### Sequential cells grouped by signal name, run 1

Scale bar: 20 um. Other sequential cells in the stronger gray, the rest of the logic in the fainter gray.
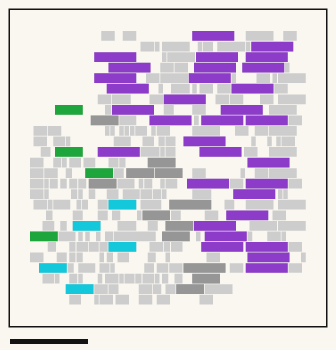
### Gate-type map, run 1

Scale bar: 20 um.
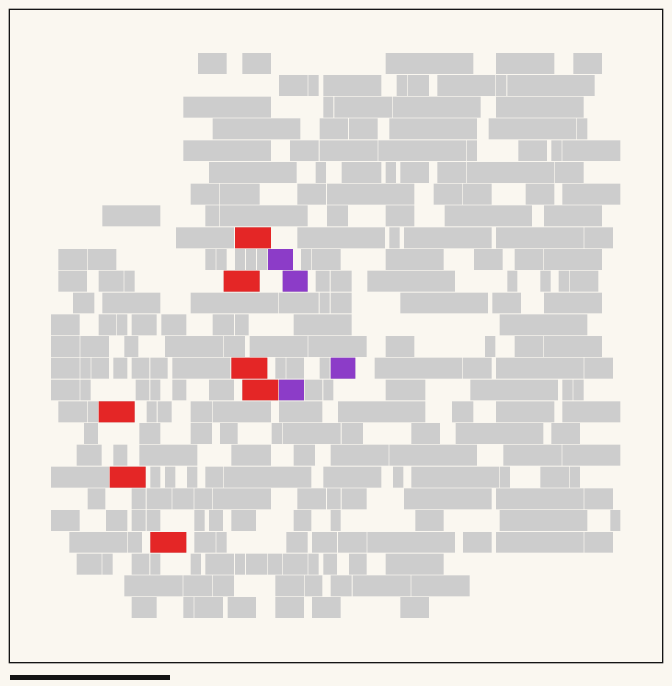
### Drive-strength map, run 1

Scale bar: 20 um.
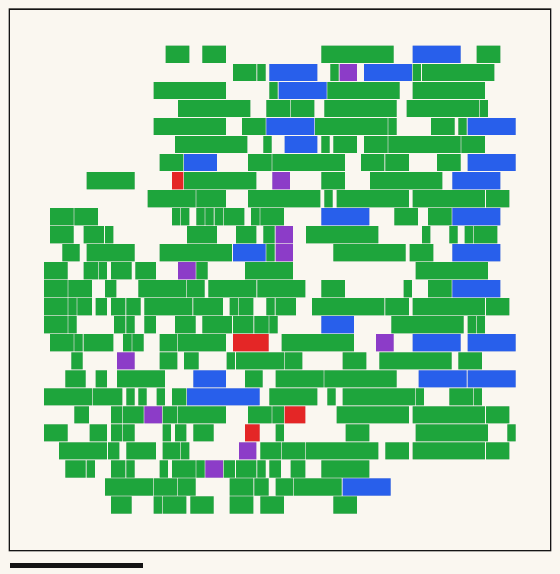
<file path="config.mk">
export PLATFORM = sky130hd
export DESIGN_NAME = projection_line_reader
export DESIGN_NICKNAME = d
export VERILOG_FILES = /design/src/rtl/projection_line_reader_pkg.sv /design/src/rtl/nabp_skid_fifo.sv /design/src/rtl/projection_line_reader.sv
export SDC_FILE = /design/constraint.sdc
export NUM_CORES = 1
export LEC_CHECK = 0
export CORE_MARGIN = 5
export CORE_UTILIZATION = 45
export CTS_CLUSTER_DIAMETER = 150
export CTS_CLUSTER_SIZE = 14
export DETAILED_ROUTE_END_ITERATION = 8
export PLACE_DENSITY = 0.73
export SETUP_SLACK_MARGIN = 0.02
export SYNTH_ARGS = -nofsm -noshare
export SYNTH_HDL_FRONTEND = slang
export SYNTH_SLANG_ARGS = --single-unit
</file>
<file path="constraint.sdc">
create_clock -name clk -period 2.6 [get_ports clk]
set_input_delay 0.52 -clock clk [delete_from_list [all_inputs] [get_ports clk]]
set_output_delay 0.52 -clock clk [all_outputs]
set_load 0.05 [all_outputs]
</file>
<file path="src/rtl/projection_line_reader_pkg.sv">
// Shared definitions for the projection line reader: sample/RAM geometry,
// FSM state encodings and the depth of the output skid FIFO.
package projection_line_reader_pkg;

  localparam int kFilteredDataLength = 16;
  localparam int kProjectionLineSize = 16;
  localparam int kSLength            = $clog2(kProjectionLineSize);
  localparam int kReaderFifoDepth    = 2;

  typedef enum logic [1:0] {
    IDLE  = 2'd0,
    ISSUE = 2'd1,
    DRAIN = 2'd2
  } reader_state_t;

endpackage

</file>
<file path="src/rtl/nabp_skid_fifo.sv">
// Two-entry register FIFO carrying a (data, last) payload; absorbs the RAM read
// latency so the output stream can stall without losing or repeating samples.
module nabp_skid_fifo
  import projection_line_reader_pkg::*;
#(
  parameter int pDataLength = kFilteredDataLength
) (
  input  logic                   clk,
  input  logic                   reset,
  input  logic                   flush,
  input  logic                   push,
  input  logic [pDataLength-1:0] push_data,
  input  logic                   push_last,
  input  logic                   pop,
  output logic [pDataLength-1:0] head_data,
  output logic                   head_last,
  output logic [1:0]             count
);

  logic [pDataLength-1:0] data_mem [kReaderFifoDepth];
  logic                   last_mem [kReaderFifoDepth];
  logic                   wr_ptr;
  logic                   rd_ptr;

  always_ff @(posedge clk) begin
    if (reset || flush) begin
      wr_ptr <= 1'b0;
      rd_ptr <= 1'b0;
      count  <= 2'd0;
    end else begin
      if (push) wr_ptr <= ~wr_ptr;
      if (pop)  rd_ptr <= ~rd_ptr;
      count <= count + {1'b0, push} - {1'b0, pop};
    end
  end

  // Payload storage carries no reset; validity is tracked by count alone.
  always_ff @(posedge clk) begin
    if (push) begin
      data_mem[wr_ptr] <= push_data;
      last_mem[wr_ptr] <= push_last;
    end
  end

  assign head_data = data_mem[rd_ptr];
  assign head_last = last_mem[rd_ptr];

endmodule

</file>
<file path="src/rtl/projection_line_reader.sv">
// Read-side controller for the filtered projection line RAM: issues a contiguous
// run of reads and streams the samples out over valid/ready with full throughput.
module projection_line_reader
  import projection_line_reader_pkg::*;
#(
  parameter int pDataLength = kFilteredDataLength,
  parameter int pRAMSize    = kProjectionLineSize,
  parameter int pAddrLength = kSLength
) (
  input  logic                   clk,
  input  logic                   reset,
  input  logic                   start,
  input  logic [pAddrLength-1:0] base_addr,
  input  logic [pAddrLength:0]   length,
  input  logic                   abort,
  output logic                   ram_we,
  output logic [pAddrLength-1:0] ram_addr,
  input  logic [pDataLength-1:0] ram_data_out,
  output logic                   out_valid,
  input  logic                   out_ready,
  output logic [pDataLength-1:0] out_data,
  output logic                   out_last,
  output logic                   busy,
  output logic                   done
);

  reader_state_t          state;
  reader_state_t          next_state;
  logic [pAddrLength:0]   remaining;
  logic                   inflight;
  logic                   inflight_last;
  logic                   done_next;
  logic                   issue;
  logic                   last_issue;
  logic                   pop;
  logic                   accept_start;
  logic                   flush;
  logic [1:0]             fifo_count;
  logic [pDataLength-1:0] head_data;
  logic                   head_last;
  logic [2:0]             occupancy;
  logic [2:0]             limit;

  // Wraps at the true RAM depth, which need not be a power of two.
  function automatic logic [pAddrLength-1:0] wrap_incr(input logic [pAddrLength-1:0] a);
    return (a == pAddrLength'(pRAMSize - 1)) ? '0 : a + 1'b1;
  endfunction

  assign out_valid    = (fifo_count != 2'd0);
  assign pop          = out_valid & out_ready;
  assign occupancy    = {1'b0, fifo_count} + {2'b00, inflight};
  assign limit        = 3'(kReaderFifoDepth) + {2'b00, pop};
  assign last_issue   = (remaining == (pAddrLength+1)'(1));
  assign issue        = (state == ISSUE) && !abort && (occupancy < limit);
  assign accept_start = (state == IDLE) && start && !abort;
  assign flush        = abort && (state != IDLE);

  always_comb begin
    next_state = state;
    done_next  = 1'b0;
    case (state)
      IDLE: begin
        if (accept_start) begin
          if (length == '0) done_next = 1'b1;
          else              next_state = ISSUE;
        end
      end
      ISSUE: begin
        if (abort) begin
          next_state = IDLE;
          done_next  = 1'b1;
        end else if (issue && last_issue) begin
          next_state = DRAIN;
        end
      end
      DRAIN: begin
        // The tagged beat is the final word, so once it leaves the FIFO is empty
        // and nothing remains in flight.
        if (abort || (pop && head_last)) begin
          next_state = IDLE;
          done_next  = 1'b1;
        end
      end
      default: next_state = IDLE;
    endcase
  end

  always_ff @(posedge clk) begin
    if (reset) begin
      state         <= IDLE;
      ram_addr      <= '0;
      remaining     <= '0;
      inflight      <= 1'b0;
      inflight_last <= 1'b0;
      done          <= 1'b0;
    end else begin
      state         <= next_state;
      done          <= done_next;
      inflight      <= issue;
      inflight_last <= issue && last_issue;
      if (accept_start && (length != '0)) begin
        ram_addr  <= base_addr;
        remaining <= length;
      end else if (issue) begin
        ram_addr  <= wrap_incr(ram_addr);
        remaining <= remaining - 1'b1;
      end
    end
  end

  nabp_skid_fifo #(
    .pDataLength(pDataLength)
  ) u_fifo (
    .clk      (clk),
    .reset    (reset),
    .flush    (flush),
    .push     (inflight),
    .push_data(ram_data_out),
    .push_last(inflight_last),
    .pop      (pop),
    .head_data(head_data),
    .head_last(head_last),
    .count    (fifo_count)
  );

  assign ram_we   = 1'b0;
  assign busy     = (state != IDLE);
  assign out_data = out_valid ? head_data : '0;
  assign out_last = out_valid & head_last;

endmodule

</file>
==> results.json, run 1 <==
{
  "status": "completed",
  "sequentialPowerShare": 0.436,
  "cts_setup_buffers": 0,
  "setup_tns_ns": 0,
  "clk_path_buf_depth": 2,
  "pwr_density_cell_nw_per_um2": 677,
  "gp_congestion": 0.807,
  "antenna_found_initial": 0,
  "ys_sh_simple": 0.138,
  "inv_count": 9,
  "pwr-share-comb": 0.317,
  "synth.area.mux_share": 0.0740,
  "power.internal_uw": 1520,
  "comb_area_um2": 831,
  "cts_hold_buffers": 0,
  "initCoreUtil": 0.456,
  "use_met2": 0.284,
  "crit_fanout": 5,
  "ys_seq_share": 0.609,
  "io_buffers": 53,
  "vdd_drop_max_uv": 421,
  "openroad.warnings": 27,
  "yosys.area.top_type_share": 0.444,
  "cts_buffers": 5,
  "synth_nets": 231,
  "grt_max_degree": 19,
  "rows": 26,
  "synth_async_sr_flop_share": 0,
  "yosys.area_share.aoi": 0.0946,
  "drc_errors": 0,
  "die_w_um": 81.5,
  "clock_buffers": 6,
  "path_class": "register to register",
  "hold_depth": 0,
  "grt-ovfl-total": 0,
  "finalMaxSlewViolations": 0,
  "cts_tree": "done",
  "r2r-start": "inflight$_SDFF_PP0_",
  "tightest_slew_ns": 0.798,
  "syn_inst": 194,
  "layout-drive-gt1-share": 0.145,
  "finClkSkew_ns": 0.00632,
  "lay_top_cells": "nor2_1, clkdlybuf4s50_1, edfxtp_1, dfxtp_1",
  "switching_power_uw": 669,
  "synth_area_um2": 2300,
  "p_leak_uw": 0.00115,
  "die_h_um": 81.5,
  "cts_root_buffer": "clkbuf_8",
  "p_sw_frac": 0.306,
  "fillers": 387,
  "period_used_share": 0.923,
  "ys_cells": 194,
  "worstSetupEndpointType": "register",
  "hold_slack_ns": 0.460,
  "syn_avg_cell_area_um2": 11.9,
  "grt_pass1_vias": 1743,
  "power_leader": "sequential cells",
  "synth-adder-area-share": 0.0381,
  "post_drt_wl_per_cell_um": 14.8,
  "maxCapViolations": 0,
  "r2r_cells": 6,
  "worstHoldPathType": "register to register",
  "taps": 70,
  "placed_cells": 318,
  "cts_resized": 0,
  "ant_nets": 0,
  "routed_wl_mm": 4.82,
  "placed_area_um2": 3120,
  "edf_count": 34,
  "flop_cell": "edfxtp_1",
  "p_total_uw": 2180,
  "required_ns": 2.81,
  "topCombFamilyByArea": "simple AND/OR/NAND/NOR gates",
  "groute.usage.overall": 0.157,
  "common_cells": "nor2_1, edfxtp_1, dfxtp_1",
  "synth-warning-count": 0,
  "rrSetupSlack_ns": 0.20,
  "flops": 53,
  "slew_headroom": 0.468,
  "synth.most_common_cell": "nor2_1",
  "drtIter0Drc": 79,
  "met3_usage": 0.0395,
  "synth_cell_types": 42,
  "clk_pin_slew_ns": 0.09,
  "period_needed_ns": 2.40,
  "diodes": 0,
  "setup_viol": 0,
  "yosysChipArea_um2": 2300,
  "fmax_mhz": 417,
  "via_per_inst": 5.22,
  "met1_usage": 0.183,
  "die-area_um2": 6640,
  "startpoint_type": "register",
  "dpl.hpwl_mm": 3.53,
  "ys_top_cells_by_area": "edfxtp_1, dfxtp_1, mux2i_1",
  "signal_buffer_area_fraction": 0.237,
  "clock-sinks": 53,
  "worstSetupEndpoint": "remaining[3]$_SDFFE_PP0P_",
  "core_um2": 5040,
  "comb_cells": 124,
  "clock_latency_ns": 0.30,
  "timing.rr.end": "remaining[3]$_SDFFE_PP0P_",
  "whs_endpoint": "u_fifo.last_mem[1]$_DFFE_PP_",
  "vias": 1701
}
Notes on 'Sequential cells grouped by signal name' above:
- cyan: `remaining` (flops 5; where lower left)
- green: `ram_addr` (flops 4; where middle left)
- purple: `u_fifo.data_mem` (flops 32)
Final Util: 0.640
Seq. cell area: 1400 um^2
flop share of the area: 0.434
total sequential power: 952 uW

Notes on 'Gate-type map' above:
- red: fa/ha/maj cells (cells 7)
- purple: xor and xnor cells (cells 4; where center)
post-route insts no fill: 326
multi-input combinational area share: 0.257

Notes on 'Drive-strength map' above:
- green: x1 and smaller (cells 219; share 86%)
- purple: x3 and x4 (cells 10; share 3.9%)
- blue: x6 and larger (cells 23; share 9.0%)
- red: x2 (cells 4; share 1.6%)
Worst Setup Slack, final: 0.200 ns
area delta synth->final: 40.2%
Final Instance Area: 3230 um^2
nonclk buf count: 62

-- run 1: critical path, stage by stage, from the launching register on --
cell and delay, ns:
dfxtp_1 0.37, ha_1 0.21, ha_1 0.20, or4b_1 0.51, or4_1 0.43, or3_1 0.33
a311oi_1 0.26
-- run 1: sequential cells by signal, summed over array words and instances, names as in the netlist, 2 cells and up, named ones only --
name             count
u_fifo.data_mem     32
ram_addr             4
state                2
remaining            5
u_fifo.last_mem      2
u_fifo.count         2
-- run 1: metal layers --
| layer | share of wire | up-vias |
|---|---|---|
| li1 | - | 830 |
| met5 | 0 | - |
| met1 | 0.42 | 819 |
| met3 | 0.057 | 6 |
| met4 | 0.010 | 0 |
| met2 | 0.51 | 46 |
### Placement by cell class, run 1

Scale bar: 20 um.
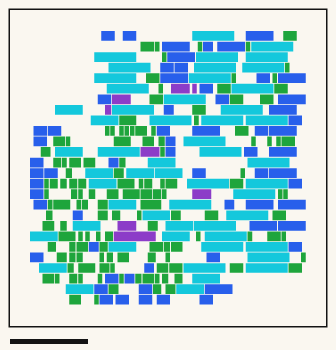

--- run 2 (diff from run 1) ---
clock period = 2.55 ns   (was 2.6 ns; I/O delays follow)
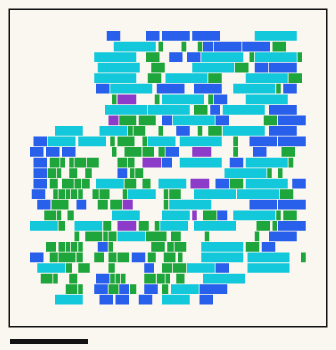
*Placement by cell class, run 2*
Scale bar: 20 um.
- purple: clock drivers and dummy loads (cells 8; share of their area 2.8%)
- blue: remaining buffers and delay cells (cells 62; share of their area 25%)
- cyan: registers (cells 53; share of their area 45%)
- green: remaining logic cells (cells 133; share of their area 28%)
CORE AREA: 5040 um^2
Final Util: 0.636

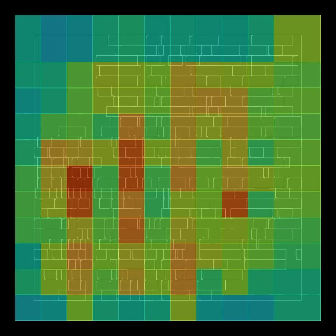
*Routing congestion, run 2*
routing usage on met3: 0.0285
met1 Use GR: 0.179

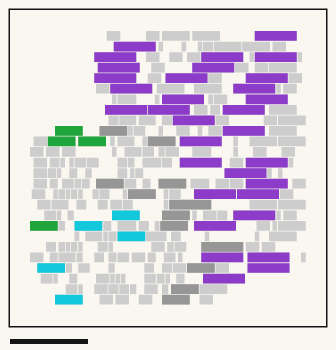
*Sequential cells grouped by signal name, run 2*
Scale bar: 20 um. Other sequential cells in the stronger gray, the rest of the logic in the fainter gray.
- purple: `u_fifo.data_mem` (flops 32)
- cyan: `remaining` (flops 5)
- green: `ram_addr` (flops 4; where middle left)
- not colored: 12
flop share of the area: 0.437
total sequential power: 969 uW

==> results.json, run 2 <==
{
  "flop_cell": "edfxtp_1",
  "hold_depth": 0,
  "ant_nets": 0,
  "fillers": 386,
  "synth_area_um2": 2300,
  "grt-ovfl-total": 0,
  "maxCapViolations": 0,
  "seq_area_um2": 1400,
  "ys_top_cells_by_area": "edfxtp_1, dfxtp_1, mux2i_1",
  "slew_headroom": 0.443,
  "p_total_uw": 2130,
  "yosys.area.top_type_share": 0.444,
  "tightest_slew_ns": 0.835,
  "postLayoutCellArea_um2": 3210,
  "timing.rr.end": "remaining[3]$_SDFFE_PP0P_",
  "io_buffers": 53,
  "clock-sinks": 53,
  "area_delta_synth_final_pct": 39.4,
  "grt_pass1_vias": 1648,
  "edf_count": 34,
  "synth_async_sr_flop_share": 0,
  "comb_share": 0.259,
  "pwr_density_cell_nw_per_um2": 664,
  "status": "completed",
  "synth_cell_types": 42,
  "drtIter0Drc": 65,
  "top_register": "u_fifo.data_mem",
  "setup_viol": 0,
  "layout.cells.non_filler": 326,
  "min_from": "inflight_last$_SDFF_PP0_",
  "diodes": 0,
  "syn_avg_cell_area_um2": 11.9,
  "power.internal_uw": 1450,
  "ys_cells": 194,
  "top_regs": "u_fifo.data_mem x32, remaining x5, ram_addr x4",
  "cts_buffers": 5,
  "post_drt_wl_per_cell_um": 14.8,
  "finalMaxSlewViolations": 0,
  "period_needed_ns": 2.37,
  "openroad.warnings": 27,
  "grt_max_degree": 19,
  "routed_wl_mm": 4.81,
  "finClkSkew_ns": 0.00743,
  "worstHoldPathType": "register to register",
  "worstSetupEndpointType": "register",
  "ys_seq_share": 0.609,
  "layout-drive-gt1-share": 0.145,
  "die_w_um": 81.5,
  "path_class": "register to register",
  "signal_buffer_area_fraction": 0.239,
  "common_cells": "nor2_1, edfxtp_1, dfxtp_1",
  "setup_ws_ns": 0.184,
  "largest_register_ffs": 32,
  "crit_fanout": 5,
  "antenna_found_initial": 0,
  "power_leader": "sequential cells",
  "startpoint_type": "register",
  "vias": 1675,
  "use_met2": 0.273,
  "synth.most_common_cell": "nor2_1",
  "p_sw_frac": 0.320,
  "gp_congestion": 0.802,
  "clk_path_buf_depth": 2,
  "pwr-share-comb": 0.333,
  "rows": 26,
  "synth_nets": 231,
  "inv_count": 9,
  "r2r-start": "inflight$_SDFF_PP0_",
  "clock_latency_ns": 0.30,
  "switching_power_uw": 681,
  "clock_buffers": 6,
  "cts_hold_buffers": 0,
  "lay_top_cells": "nor2_1, clkdlybuf4s50_1, edfxtp_1, dfxtp_1",
  "dpl.hpwl_mm": 3.57,
  "drc_errors": 0,
  "vdd_drop_max_uv": 313,
  "yosysChipArea_um2": 2300,
  "p_leak_uw": 0.00113,
  "period_used_share": 0.928,
  "die_h_um": 81.5,
  "groute.usage.overall": 0.151,
  "cts_tree": "done",
  "n_all_buffers": 62,
  "setup_tns_ns": 0,
  "cts_resized": 0,
  "cts_setup_buffers": 0,
  "comb_cells": 124
}
run 2: routing by layer:
layer,share of wire,up-vias
met5,0,-
met4,0.0096,0
met2,0.51,40
li1,-,833
met1,0.43,797
met3,0.045,5
run 2: cell families after synthesis:
| family | Yosys count | synth area share |
|---|---|---|
| other cells | 1 | 0.00163 |
| mux | 17 | 0.0740 |
| buf+inv | 17 | 0.0299 |
| fa+ha+maj | 7 | 0.0381 |
| xor+xnor | 4 | 0.0152 |
| flops | 53 | 0.609 |
| compound gates | 32 | 0.0946 |
| simple gates | 63 | 0.138 |
run 2: critical path, cell delays in order (launching register included):
cell      delay [ns]
dfxtp_1         0.36
ha_1            0.22
ha_1            0.21
or4b_1          0.51
or4_1           0.42
or3_1           0.31
a311oi_1        0.25
Power figures rest on the tool's default switching activity, not on a simulated workload.
